## src/rtl/voice_allocator_if.sv

```systemverilog
// Handshake and data bundle between the note/sample side and voice_allocator.
// master: note source and note players; slave: the allocator/mixer.
interface voice_allocator_if #(
    parameter int NUM_VOICES = 4
);
    logic                       load_new_note;
    logic [5:0]                 note_to_load;
    logic [5:0]                 duration_to_load;
    logic [NUM_VOICES-1:0]      voice_playing;
    logic [16*NUM_VOICES-1:0]   voice_sample;
    logic [NUM_VOICES-1:0]      voice_sample_ready;
    logic [NUM_VOICES-1:0]      voice_load;
    logic [5:0]                 voice_note;
    logic [5:0]                 voice_duration;
    logic [15:0]                sample_out;
    logic                       new_sample_ready;
    logic                       dropped_note;

    modport master (
        output load_new_note, note_to_load, duration_to_load,
               voice_playing, voice_sample, voice_sample_ready,
        input  voice_load, voice_note, voice_duration,
               sample_out, new_sample_ready, dropped_note
    );

    modport slave (
        input  load_new_note, note_to_load, duration_to_load,
               voice_playing, voice_sample, voice_sample_ready,
        output voice_load, voice_note, voice_duration,
               sample_out, new_sample_ready, dropped_note
    );
endinterface

```

## src/rtl/voice_allocator.sv

```systemverilog
// Voice allocator and sample mixer.
// Notes go to the lowest-index idle voice; when every voice is busy the note is
// dropped, or, with the VOICE_STEAL_EN macro defined, the oldest voice is stolen.
// Voice samples are attenuated by SHIFT, summed one voice per cycle and saturated.
module voice_allocator #(
    parameter int NUM_VOICES = 4,
    parameter int SHIFT      = 2
) (
    input logic              clk,
    input logic              reset,
    voice_allocator_if.slave bus
);
    localparam int AW   = $clog2(NUM_VOICES);
    localparam int ACCW = 16 + AW;
    localparam int IW   = $clog2(NUM_VOICES + 1);

    typedef enum logic [1:0] {IDLE, ACCUM, OUT} mix_state_e;

    // ---------------- allocator ----------------
    logic [NUM_VOICES-1:0] pend_q;
    logic [1:0]            pcnt_q [NUM_VOICES];
    logic [NUM_VOICES-1:0] busy;
    logic [NUM_VOICES-1:0] first_idle;
    logic [NUM_VOICES-1:0] sel;
    logic                  found;
    logic                  drop;
    logic [NUM_VOICES-1:0] vload_q;
    logic [5:0]            note_q;
    logic [5:0]            dur_q;
    logic                  drop_q;

`ifdef VOICE_STEAL_EN
    localparam logic [AW-1:0] AGE_MAX = AW'(NUM_VOICES - 1);
    logic [AW-1:0]         age_q [NUM_VOICES];
    logic [AW-1:0]         best_age;
    int unsigned           best_idx;
    logic [NUM_VOICES-1:0] victim;
`endif

    // Find the lowest-index voice that is neither playing nor pending
    always_comb begin
        busy       = bus.voice_playing | pend_q;
        first_idle = '0;
        found      = 1'b0;
        for (int unsigned i = 0; i < NUM_VOICES; i++) begin
            if (!busy[i] && !found) begin
                first_idle[i] = 1'b1;
                found         = 1'b1;
            end
        end
    end

`ifdef VOICE_STEAL_EN
    // Pick the oldest voice as steal victim; strict compare keeps the lowest index on ties
    always_comb begin
        best_age = age_q[0];
        best_idx = 0;
        for (int unsigned i = 1; i < NUM_VOICES; i++) begin
            if (age_q[i] > best_age) begin
                best_age = age_q[i];
                best_idx = i;
            end
        end
        victim = '0;
        for (int unsigned i = 0; i < NUM_VOICES; i++) begin
            if (i == best_idx) victim[i] = 1'b1;
        end
    end
`endif

    // Decide what happens to an incoming note: load a voice or drop it
    always_comb begin
        sel  = '0;
        drop = 1'b0;
        if (bus.load_new_note) begin
            if (found) begin
                sel = first_idle;
            end else begin
`ifdef VOICE_STEAL_EN
                sel = victim;
`else
                drop = 1'b1;
`endif
            end
        end
    end

    // Register the load pulse, shared note/duration and drop pulse
    always_ff @(posedge clk or posedge reset) begin
        if (reset) begin
            vload_q <= '0;
            note_q  <= '0;
            dur_q   <= '0;
            drop_q  <= 1'b0;
        end else begin
            vload_q <= sel;
            drop_q  <= drop;
            if (bus.load_new_note) begin
                note_q <= bus.note_to_load;
                dur_q  <= bus.duration_to_load;
            end
        end
    end

    // Pending bits: set with the load, cleared by playing or after three cycles
    always_ff @(posedge clk or posedge reset) begin
        if (reset) begin
            pend_q <= '0;
            for (int unsigned i = 0; i < NUM_VOICES; i++) pcnt_q[i] <= 2'd0;
        end else begin
            for (int unsigned i = 0; i < NUM_VOICES; i++) begin
                if (sel[i]) begin
                    pend_q[i] <= 1'b1;
                    pcnt_q[i] <= 2'd3;
                end else if (pend_q[i]) begin
                    if (bus.voice_playing[i] || pcnt_q[i] == 2'd1) pend_q[i] <= 1'b0;
                    pcnt_q[i] <= pcnt_q[i] - 2'd1;
                end
            end
        end
    end

`ifdef VOICE_STEAL_EN
    // Ages only steer stealing, so they exist only when stealing is built in
    always_ff @(posedge clk or posedge reset) begin
        if (reset) begin
            for (int unsigned i = 0; i < NUM_VOICES; i++) age_q[i] <= '0;
        end else if (|sel) begin
            for (int unsigned i = 0; i < NUM_VOICES; i++) begin
                if (sel[i])                 age_q[i] <= '0;
                else if (age_q[i] != AGE_MAX) age_q[i] <= age_q[i] + AW'(1);
            end
        end
    end
`endif

    assign bus.voice_load     = vload_q;
    assign bus.voice_note     = note_q;
    assign bus.voice_duration = dur_q;
    assign bus.dropped_note   = drop_q;

    // ---------------- mixer ----------------
    mix_state_e             state_q, state_d;
    logic [IW-1:0]          cnt_q, cnt_d;
    logic signed [ACCW-1:0] acc_q, acc_d;
    logic signed [ACCW-1:0] stage_q, stage_d;
    logic signed [ACCW-1:0] ext;
    logic signed [ACCW-1:0] sum;
    logic [15:0]            cur_sample;
    logic [15:0]            sample_q, sample_d;
    logic                   nsr_q, nsr_d;
    logic                   rerun_q, rerun_d;
    logic                   req;

    function automatic logic [15:0] saturate(input logic signed [ACCW-1:0] v);
        if (!v[ACCW-1] && (|v[ACCW-2:15]))      return 16'h7FFF;
        else if (v[ACCW-1] && !(&v[ACCW-2:15])) return 16'h8000;
        else                                    return v[15:0];
    endfunction

    // Select the voice addressed by the counter, sign-extend it and form the running sum
    always_comb begin
        cur_sample = '0;
        for (int unsigned i = 0; i < NUM_VOICES; i++) begin
            if (cnt_q == IW'(i)) cur_sample = bus.voice_sample[16*i +: 16];
        end
        ext = {{(ACCW-16){cur_sample[15]}}, cur_sample};
        sum = acc_q + stage_q;
    end

    // Mixer next state. The selected sample is registered in stage_q before the
    // adder, so ACCUM spends one extra drain cycle folding in the last voice.
    always_comb begin
        state_d  = state_q;
        cnt_d    = cnt_q;
        acc_d    = acc_q;
        stage_d  = stage_q;
        rerun_d  = rerun_q;
        sample_d = sample_q;
        nsr_d    = 1'b0;
        req      = |bus.voice_sample_ready;
        case (state_q)
            IDLE: begin
                if (req) begin
                    state_d = ACCUM;
                    cnt_d   = '0;
                    acc_d   = '0;
                    stage_d = '0;
                end
            end
            ACCUM: begin
                if (req) rerun_d = 1'b1;
                if (cnt_q < IW'(NUM_VOICES)) begin
                    acc_d   = sum;
                    stage_d = ext >>> SHIFT;
                    cnt_d   = cnt_q + IW'(1);
                end else begin
                    sample_d = saturate(sum);
                    nsr_d    = 1'b1;
                    state_d  = OUT;
                end
            end
            OUT: begin
                if (rerun_q || req) begin
                    state_d = ACCUM;
                    cnt_d   = '0;
                    acc_d   = '0;
                    stage_d = '0;
                    rerun_d = 1'b0;
                end else begin
                    state_d = IDLE;
                end
            end
            default: state_d = IDLE;
        endcase
    end

    // Mixer state register; reset abandons any partial sum
    always_ff @(posedge clk or posedge reset) begin
        if (reset) begin
            state_q  <= IDLE;
            cnt_q    <= '0;
            acc_q    <= '0;
            stage_q  <= '0;
            rerun_q  <= 1'b0;
            sample_q <= '0;
            nsr_q    <= 1'b0;
        end else begin
            state_q  <= state_d;
            cnt_q    <= cnt_d;
            acc_q    <= acc_d;
            stage_q  <= stage_d;
            rerun_q  <= rerun_d;
            sample_q <= sample_d;
            nsr_q    <= nsr_d;
        end
    end

    assign bus.sample_out       = sample_q;
    assign bus.new_sample_ready = nsr_q;
endmodule

```

## src/flat_wrapper.sv

```systemverilog
// flat-port wrapper written by rule: the top's interface ports become plain ports
module voice_allocator_flat 
#(
    parameter int NUM_VOICES = 4,
    parameter int SHIFT      = 2
)
  (clk, reset, bus_load_new_note, bus_note_to_load, bus_duration_to_load, bus_voice_playing, bus_voice_sample, bus_voice_sample_ready, bus_voice_load, bus_voice_note, bus_voice_duration, bus_sample_out, bus_new_sample_ready, bus_dropped_note);
  voice_allocator_if #(.NUM_VOICES(NUM_VOICES)) bus_i ();
  input logic clk;
  input logic reset;
  input wire logic [$bits(bus_i.load_new_note)-1:0] bus_load_new_note;
  input wire logic [$bits(bus_i.note_to_load)-1:0] bus_note_to_load;
  input wire logic [$bits(bus_i.duration_to_load)-1:0] bus_duration_to_load;
  input wire logic [$bits(bus_i.voice_playing)-1:0] bus_voice_playing;
  input wire logic [$bits(bus_i.voice_sample)-1:0] bus_voice_sample;
  input wire logic [$bits(bus_i.voice_sample_ready)-1:0] bus_voice_sample_ready;
  output wire logic [$bits(bus_i.voice_load)-1:0] bus_voice_load;
  output wire logic [$bits(bus_i.voice_note)-1:0] bus_voice_note;
  output wire logic [$bits(bus_i.voice_duration)-1:0] bus_voice_duration;
  output wire logic [$bits(bus_i.sample_out)-1:0] bus_sample_out;
  output wire logic [$bits(bus_i.new_sample_ready)-1:0] bus_new_sample_ready;
  output wire logic [$bits(bus_i.dropped_note)-1:0] bus_dropped_note;
  assign bus_i.load_new_note = bus_load_new_note;
  assign bus_i.note_to_load = bus_note_to_load;
  assign bus_i.duration_to_load = bus_duration_to_load;
  assign bus_i.voice_playing = bus_voice_playing;
  assign bus_i.voice_sample = bus_voice_sample;
  assign bus_i.voice_sample_ready = bus_voice_sample_ready;
  assign bus_voice_load = bus_i.voice_load;
  assign bus_voice_note = bus_i.voice_note;
  assign bus_voice_duration = bus_i.voice_duration;
  assign bus_sample_out = bus_i.sample_out;
  assign bus_new_sample_ready = bus_i.new_sample_ready;
  assign bus_dropped_note = bus_i.dropped_note;
  voice_allocator #(.NUM_VOICES(NUM_VOICES), .SHIFT(SHIFT)) u_core (.clk(clk), .reset(reset), .bus(bus_i));
endmodule
```

## config.mk

```make
export PLATFORM = sky130hd
export DESIGN_NAME = voice_allocator_flat
export DESIGN_NICKNAME = d
export VERILOG_FILES = /design/src/rtl/voice_allocator_if.sv /design/src/rtl/voice_allocator.sv /design/src/flat_wrapper.sv
export SDC_FILE = /design/constraint.sdc
export NUM_CORES = 1
export LEC_CHECK = 0
export ABC_CLOCK_PERIOD_IN_PS = 2600
export CAP_MARGIN = 20
export CORE_UTILIZATION = 47
export CTS_BUF_LIST = sky130_fd_sc_hd__clkbuf_8
export CTS_CLUSTER_DIAMETER = 150
export DETAILED_ROUTE_END_ITERATION = 10
export MAX_ROUTING_LAYER = met4
export PLACE_DENSITY_LB_ADDON = 0.1
export SLEW_MARGIN = 5
export SYNTH_ARGS = -nofsm -noshare
export SYNTH_HDL_FRONTEND = slang
export SYNTH_SLANG_ARGS = --single-unit
```

## constraint.sdc

```tcl
create_clock -name clk -period 2.6 [get_ports clk]
set_input_delay 0.26 -clock clk [delete_from_list [all_inputs] [get_ports clk]]
set_output_delay 0.26 -clock clk [all_outputs]
set_load 0.01 [all_outputs]
```

==> impl_metrics.ini <==
; implementation run metrics
[power_and_ir_drop]
p_leak_nw = 3.07
top_power_group = combinational cells
peakVddDrop_mv = 0.454
pg_seq_mw = 1.89
p_comb_mw = 3.67
pwr-share-clk_pct = 13.5
p_total_mw = 6.43
sequentialPowerShare_pct = 29.4
cellPowerDensity_mw_per_mm2 = 919
p_clk_mw = 0.868

[sta]
tightest_slew_ns = 0.946
fin_skew_ns = 0.0155
drv_slew = 0
hold_viol = 0
max_slew_margin_pct = 36.8
tns_ns = -0.0300
setup_ws_ns = -0.0202
post-route-period-util_pct = 101
min_period_ns = 2.62
setup_viol = 2

[route]
firstDrtPassIters = 8
ant_nets = 0
post-route-drc-count = 0
highest_layer = met4
met3_length_um = 525
drtIter0Drc = 174
wl_met1_mm = 5.56

[placement]
placed_cells = 798
place_ws_ns = -0.0489
port-buffer-count = 112

[die]
fp-utilization_pct = 48.5
rows = 37
core_area_mm2 = 0.0103
dieHeight_um = 105
die_x_um = 105
io_pins = 121

[yosys]
top_area_share_pct = 42.0
yosysMostFrequentCell = dfrtp_1
flop_cell = dfrtp_1
async_flop_share_pct = 100
yosys_area_mm2 = 0.00500
yosys_cells = 544
syn_nets = 662
syn_avg_cell_area_um2 = 9.20
synthTopCellsByArea = dfrtp_1 42%, ha_1 7.5%, nand2_1 5.2%

[critical_path]
r2r_cells = 13
regToRegSetupSlack_ns = -0.02
crit_path_end_kind = flip-flop
worstReg2RegEnd = u_core.bus.sample_out[13]
crit_path_start_kind = flip-flop
crit_arrival_ns = 2.87
rr_startpoint = u_core.stage_q[3]
cp-startpoint = u_core.stage_q[3]

[finish]
n_all_buffers = 160
nFillCells = 835
antenna_cells = 0
n_clock_buffer = 9
nNetsFinal = 803
final_common_cell = clkdlybuf4s50_1
largest_cell_class = multi-input combinational cells
buffer_area_share_pct = 22.6
seq_area_share_pct = 30.0
instances_no_fill = 826
inverters = 27

[worst_hold_path]
min_path_type = input pin to asynchronous set/reset pin

[run_status]
status = finished with violations
violations = setup timing

[cts]
clock-sinks = 84
cts_max_level = 3
cts_buffers = 9
cts_resized = 4
cts_tree = yes
cts.reportedPaths.clkPinSlew_ns = 0.10

[grt]
grt_pass1_wl_mm = 20.5
track_usage_pct = 23.8
antenna_found_initial = 0
met1_usage_pct = 30.6
met2_usage_pct = 38.3
met3_usage_pct = 3.43
grt_pass1_vias = 4396

[flow_run]
maxCapViolCount = 0
warnings = 42
-- logic make-up after synthesis --
kind of cell	count (synthesis)	share of synthesized area (%)
muxes	16	3.55
DFF	84	42.0
xor gates and xnor gates	18	3.15
adders and majority gates	31	7.90
buffers and inverters	57	4.58
AOI/OAI and AO/OA	169	23.5
and+or+nand+nor	169	15.3
-- worst max-delay path, cell delays in order, from the launching register on --
cell and delay [ns]:
dfrtp_1 0.42, ha_1 0.37, o211ai_1 0.13, o211ai_1 0.24, a21oi_1 0.13, buf_4 0.19
nor3_4 0.17, a211oi_2 0.06, buf_4 0.17, buf_12 0.14, buf_6 0.12, a21oi_1 0.12
nor2_1 0.06, a22o_1 0.20
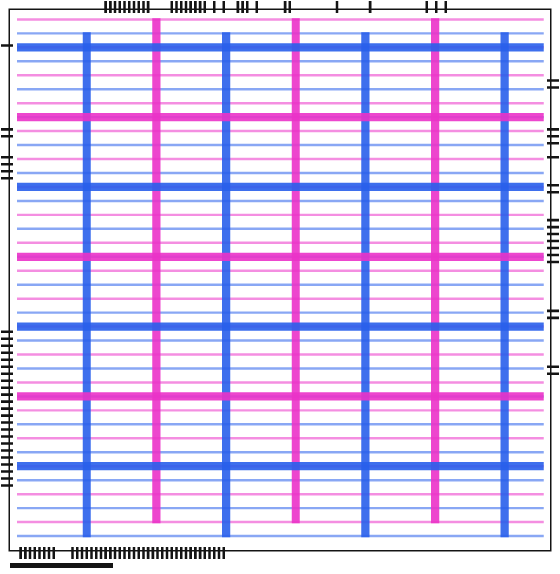
Figure 1: supply network.
Bar = 20 µm. Pins as bars on the die edge.
Magenta is VDD. Blue is VSS.
7 straps on met4. 121 signal pins sit on the boundary. 38 met1 rails follow the rows. The core has 37 rows. 7 straps on met5.

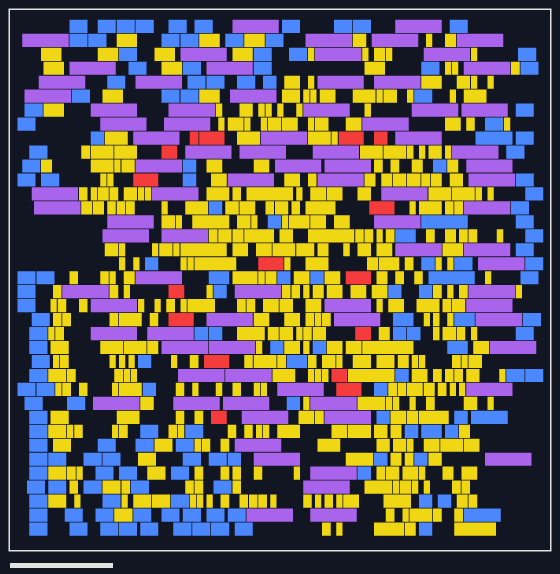
Figure 2: placed cells, one colour a class.
Bar = 20 µm.
Purple is flops, cells 84. Yellow is all other logic, cells 430. Blue is other buffers and delay cells, cells 160. Red is clock drivers and dummy loads, cells 16.
fin util: 67.8%
fin area: 0.00700 mm²

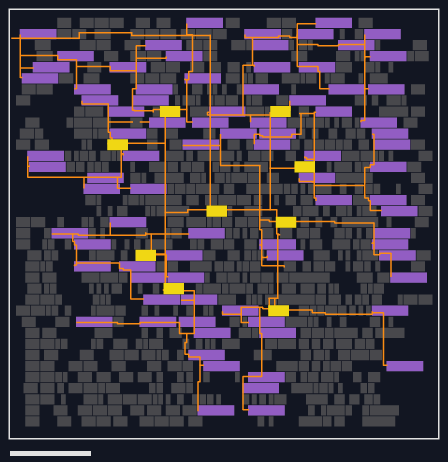
Figure 3: clock wires, drivers and flops.
Bar = 20 µm.
Yellow is cells driving clock nets, count 9. Purple is flip-flops, count 84. Orange is clock wires, length 1040 µm.
Position of the flops: all over the die. There are 10 routed clock nets.

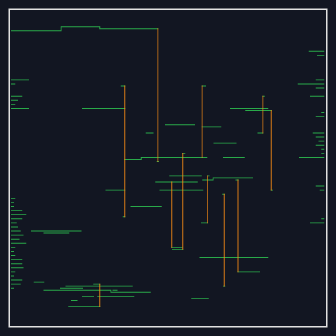
Figure 4: signal wires by layer.
Only two layers are drawn.
Orange is met4, wire length 288 µm. Green is met3, wire length 525 µm.
routed wire length: 12.6 mm
Vias: 4574
Wirelength per Cell: 15.3 µm

No activity file was given, so power comes from the tool's default toggle rates.
